--- config.mk ---
export PLATFORM = sky130hd
export DESIGN_NAME = turn_sched_m
export DESIGN_NICKNAME = d
export VERILOG_FILES = /design/src/rtl/turn_sched_m_pkg.sv /design/src/rtl/turn_sched_m_submit_edge.sv /design/src/rtl/turn_sched_m.sv
export SDC_FILE = /design/constraint.sdc
export NUM_CORES = 1
export LEC_CHECK = 0
export CAP_MARGIN = 20
export CORE_ASPECT_RATIO = 1.75
export CORE_MARGIN = 8
export CORE_UTILIZATION = 42
export CTS_CLUSTER_SIZE = 25
export DETAILED_ROUTE_END_ITERATION = 8
export PLACE_DENSITY = 0.74
export SETUP_SLACK_MARGIN = 0.4
export SLEW_MARGIN = 10
export SYNTH_ARGS = -nofsm -noshare
export SYNTH_HDL_FRONTEND = slang
export SYNTH_SLANG_ARGS = --single-unit
--- constraint.sdc ---
create_clock -name clk -period 1.3 [get_ports clk]
set_input_delay 0.195 -clock clk [delete_from_list [all_inputs] [get_ports clk]]
set_output_delay 0.195 -clock clk [all_outputs]
set_load 0.02 [all_outputs]
--- src/rtl/turn_sched_m_pkg.sv ---
`default_nettype none
// ============================================================================
// Module      : turn_sched_m_pkg
// Description : Shared types and encodings for the game turn sequencer:
//               bus field types, mover identities, FSM state encoding and
//               winner codes.
// Revision    : 1.0 - initial release
// ============================================================================
package turn_sched_m_pkg;

    // Single-bit shared-bus field and board cell index.
    typedef logic       flag_t;
    typedef logic [3:0] index_t;

    // Mover identities; also the mark written to the board.
    localparam flag_t TURN_PLAYER = 1'b0;
    localparam flag_t TURN_AI     = 1'b1;

    // Sequencer states.
    typedef enum logic [2:0] {
        ST_IDLE      = 3'd0,
        ST_WAIT_MOVE = 3'd1,
        ST_CHECK     = 3'd2,
        ST_COMMIT    = 3'd3,
        ST_EVAL      = 3'd4,
        ST_OVER      = 3'd5,
        ST_CLEAR     = 3'd6
    } state_t;

    // Game result codes.
    localparam logic [1:0] WINNER_NONE   = 2'b00;
    localparam logic [1:0] WINNER_PLAYER = 2'b01;
    localparam logic [1:0] WINNER_AI     = 2'b10;
    localparam logic [1:0] WINNER_DRAW   = 2'b11;

    // Highest valid board cell.
    localparam index_t c_last_cell = 4'd8;

    // Winner code naming a given mover.
    function automatic logic [1:0] winner_of(input flag_t mover);
        return (mover == TURN_AI) ? WINNER_AI : WINNER_PLAYER;
    endfunction

endpackage
`default_nettype wire

--- src/rtl/turn_sched_m_submit_edge.sv ---
`default_nettype none
// ============================================================================
// Module      : submit_edge_m
// Description : Registers the shared submit strobe and produces a registered
//               one-cycle rising-edge event. A level held high for many
//               cycles yields a single event.
// Revision    : 1.0 - initial release
// ============================================================================
module submit_edge_m
    import turn_sched_m_pkg::*;
(
    input  logic  clk,
    input  logic  rst_n,
    input  flag_t submit,
    output logic  submit_edge
);

    logic r_submit_q;

    // Sample the bus strobe and flag the first cycle it is seen high.
    always_ff @(posedge clk or negedge rst_n) begin
        if (!rst_n) begin
            r_submit_q  <= 1'b0;
            submit_edge <= 1'b0;
        end else begin
            r_submit_q  <= submit;
            submit_edge <= submit & ~r_submit_q;
        end
    end

endmodule
`default_nettype wire

--- src/rtl/turn_sched_m.sv ---
`default_nettype none
// ============================================================================
// Module      : turn_sched_m
// Description : Game sequencer between the player and AI movers and the
//               board. Owns the bus turn, validates each submitted move,
//               issues one board write, evaluates win/draw, then passes the
//               turn, ends the game, or clears the board on request.
//               Optional macro TURN_TIMEOUT_EN enables an idle-move forfeit.
// Revision    : 1.0 - initial release
// ============================================================================
module turn_sched_m
    import turn_sched_m_pkg::*;
#(
    parameter flag_t       FIRST_MOVER = TURN_PLAYER,
    parameter int unsigned MAX_TURNS   = 9,
    parameter int unsigned TIMEOUT_CYC = 255
)
(
    input  logic        clk,
    input  logic        rst_n,
    input  index_t      update_loc,
    input  flag_t       submit,
    input  flag_t       reset,
    input  logic [8:0]  cell_busy,
    input  flag_t       win,
    output flag_t       turn,
    output logic        wr_en,
    output index_t      wr_loc,
    output flag_t       wr_mark,
    output logic        clear,
    output logic        illegal,
    output logic        game_over,
    output logic [1:0]  winner,
    output logic [3:0]  turn_count
);

    state_t      r_state;
    index_t      r_loc_s;
    flag_t       r_reset_s;
    index_t      r_loc;
    logic        w_event;
    logic [15:0] w_busy_ext;
    logic        w_bad_loc;
    logic        w_timeout;

    submit_edge_m u_submit_edge (
        .clk         (clk),
        .rst_n       (rst_n),
        .submit      (submit),
        .submit_edge (w_event)
    );

    // Capture the bus fields alongside the submit register so they line up
    // with the registered edge event.
    always_ff @(posedge clk or negedge rst_n) begin
        if (!rst_n) begin
            r_loc_s   <= '0;
            r_reset_s <= 1'b0;
        end else begin
            r_loc_s   <= update_loc;
            r_reset_s <= reset;
        end
    end

    // Zero-extended occupancy so out-of-range locations index safely.
    assign w_busy_ext = {7'd0, cell_busy};
    assign w_bad_loc  = (r_loc > c_last_cell) || w_busy_ext[r_loc];

`ifdef TURN_TIMEOUT_EN
    localparam int unsigned c_to_w = $clog2(TIMEOUT_CYC + 1);
    logic [c_to_w-1:0] r_to_cnt;

    // Count idle cycles in WAIT_MOVE; restart on every entry, saturate at limit.
    always_ff @(posedge clk or negedge rst_n) begin
        if (!rst_n) begin
            r_to_cnt <= '0;
        end else if (r_state != ST_WAIT_MOVE) begin
            r_to_cnt <= '0;
        end else if (32'(r_to_cnt) != TIMEOUT_CYC) begin
            r_to_cnt <= r_to_cnt + 1'b1;
        end
    end

    assign w_timeout = (32'(r_to_cnt) + 32'd1 >= TIMEOUT_CYC);
`else
    logic w_unused_timeout;
    assign w_unused_timeout = |TIMEOUT_CYC;
    assign w_timeout        = 1'b0;
`endif

    // Sequencer FSM with registered outputs; strobes default low every cycle.
    always_ff @(posedge clk or negedge rst_n) begin
        if (!rst_n) begin
            r_state    <= ST_IDLE;
            r_loc      <= '0;
            turn       <= FIRST_MOVER;
            wr_en      <= 1'b0;
            wr_loc     <= '0;
            wr_mark    <= 1'b0;
            clear      <= 1'b0;
            illegal    <= 1'b0;
            game_over  <= 1'b0;
            winner     <= WINNER_NONE;
            turn_count <= '0;
        end else begin
            wr_en   <= 1'b0;
            clear   <= 1'b0;
            illegal <= 1'b0;
            case (r_state)
                ST_IDLE: begin
                    r_state <= ST_WAIT_MOVE;
                end
                ST_WAIT_MOVE: begin
                    // A clear request takes priority over the proposed cell.
                    if (w_event) begin
                        if (r_reset_s) begin
                            r_state <= ST_CLEAR;
                        end else begin
                            r_loc   <= r_loc_s;
                            r_state <= ST_CHECK;
                        end
                    end else if (w_timeout) begin
                        game_over <= 1'b1;
                        winner    <= winner_of(~turn);
                        r_state   <= ST_OVER;
                    end
                end
                ST_CHECK: begin
                    if (w_bad_loc) begin
                        illegal <= 1'b1;
                        r_state <= ST_WAIT_MOVE;
                    end else begin
                        r_state <= ST_COMMIT;
                    end
                end
                ST_COMMIT: begin
                    wr_en      <= 1'b1;
                    wr_loc     <= r_loc;
                    wr_mark    <= turn;
                    turn_count <= turn_count + 4'd1;
                    r_state    <= ST_EVAL;
                end
                ST_EVAL: begin
                    if (win) begin
                        game_over <= 1'b1;
                        winner    <= winner_of(turn);
                        r_state   <= ST_OVER;
                    end else if (turn_count == 4'(MAX_TURNS)) begin
                        game_over <= 1'b1;
                        winner    <= WINNER_DRAW;
                        r_state   <= ST_OVER;
                    end else begin
                        turn    <= ~turn;
                        r_state <= ST_WAIT_MOVE;
                    end
                end
                ST_OVER: begin
                    // Only a clear request leaves a finished game.
                    if (w_event && r_reset_s) begin
                        r_state <= ST_CLEAR;
                    end
                end
                ST_CLEAR: begin
                    clear      <= 1'b1;
                    turn       <= FIRST_MOVER;
                    turn_count <= '0;
                    winner     <= WINNER_NONE;
                    game_over  <= 1'b0;
                    r_state    <= ST_WAIT_MOVE;
                end
                default: begin
                    r_state <= ST_IDLE;
                end
            endcase
        end
    end

endmodule
`default_nettype wire

### Port wiring

Scale: 6 px per um.
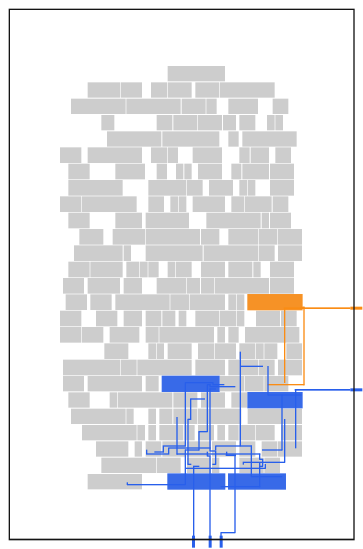
orange -> wr_en  # bits 1, direction output, edge east, end cells 1, buffers 1, wire 42.6 um
blue -> turn_count  # bits 4, direction output, edge 3 south, 1 east, end cells 4, buffers 8, wire 284 um
Ports: 34
# port buffers: 33

### Clock wires, drivers and flops

Scale: 6 px per um.
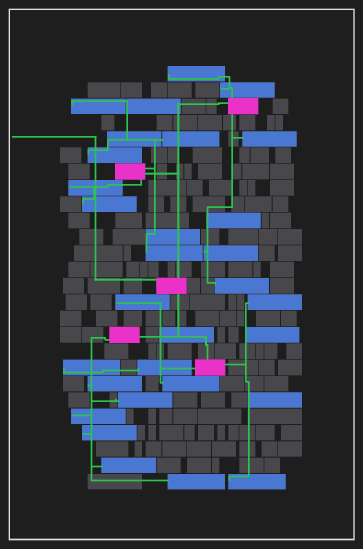
magenta -> cells driving clock nets  # count 5
green -> clock wires  # length 403 um
blue -> flip-flops  # count 30
routed clock nets = 6
clk_lat worst skew: 280 ps
clk pwr: 0.771 mW
Clk pwr share: 0.157
Post-Route Skew: 2.44 ps

### Signal metal coverage by tile

Scale: 4 px per um. The die is cut into 11 by 18 equal tiles; white is low, dark blue is high, scaled to the fullest tile. Values are wire area over tile area, all layers added.
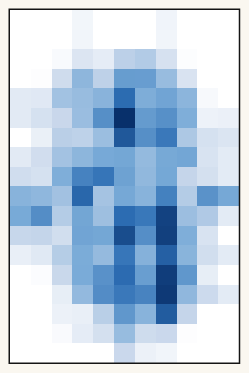
emptiest ninth of the die = south-west
mean over tiles = 0.13
densest ninth of the die = centre
nearly empty tiles = 26%
tiles over half the peak = 24%
detailed-route via count: 1157
total track usage: 0.146

### Selected gate families

Scale: 4 px per um.
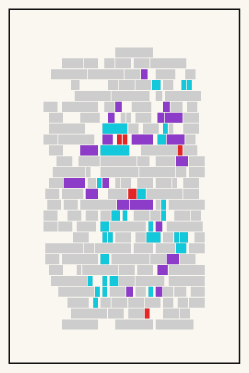
cyan -> NAND gates  # cells 29, most used nand2_1
purple -> inverting AOI/OAI gates  # cells 21, most used o21ai_1
red -> inverters  # cells 5
final std cells w/o fill: 218
most frequent logic cell in the layout: buf_6
logic share of the area: 0.289

### Congestion heat map

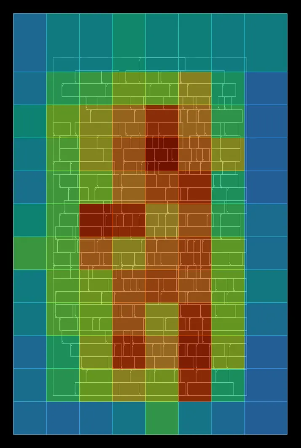
met1 Use GR: 0.134
busiest layer in global routing: met2
met2 usage: 0.265

==> deck_impl_summary.md <==
Synthesis and Place & Route Summary

Final timing
  • Max-slew violation count: 0
  • Final Hold Viols: 0
  • Slew HR: 0.729
  • Final setup margin: -130 ps
  • # setup viols final: 5

Logic synthesis
  • Flip-flops with a built-in enable: 0
  • Sequential fraction of the synthesis area: 0.601
  • Synthesis area per yosys: around 1200 um^2
  • Synthesized area: 1250 um^2
  • Number of synthesized register bits: 30
  • Nets at Floorplan: 134

Clock tree
  • CTS resizes: 124
  • Htree depth: 2
  • CTS Buf Count: 5

Finish
  • Fill cells: 187
  • Nonclk buf count: 69
  • Gate Area: 646 um^2
  • Clock buffers: 7
  • Design area: approximately 2200 um^2
  • Registers: 30
  • Final net count: 209

Die
  • Tapcells: 28
  • # rows: 26

Drt
  • Met3 wire len: 277 um
  • Initial DRC count: 13
  • Routed Antenna Nets: 0
  • Met1 Wirelength: 1330 um
  • Drt pass-1 iters: 4

Hold path
  • Worst hold path class: in -> async

Pwr
  • Tot Pwr: between 4 and 5 mW

Placed design
  • GPL Wtd Cong: ~0.72
  • Pre-CTS WS: -277 ps

Setup path
  • Reg2reg setup slack: -130 ps
  • Buf/Inv on CP: 0
  • R2r startpoint: r_loc[0]$_DFFE_PN0P_

Run status
  • Failing checks: setup timing
  • Status: complete, but fails checks
-- power by group through the flow --
stage	Clock, mW	Combinational, mW	Sequential [mW]
global placement	0	1.49	1.52
floorplan	0	0.582	1.73
finish	0.771	2.56	1.58
CTS	0.782	1.97	1.55
global route	0.825	2.71	1.62
detailed placement	0	1.54	1.53
-- cell families (layout without fill, tap and decap cells) --
| kind of cell | after synthesis | count (layout) | share of synthesized area |
|---|---|---|---|
| and+or+nand+nor | 46 | 46 | 0.169 |
| DFF | 30 | 30 | 0.601 |
| AOI/OAI and AO/OA | 22 | 22 | 0.111 |
| muxes | 8 | 8 | 0.0802 |
| buffers and inverters | 6 | 82 | 0.0180 |
| adders and majority gates | 2 | 2 | 0.0200 |
Power is estimated from default activity; no workload was simulated.
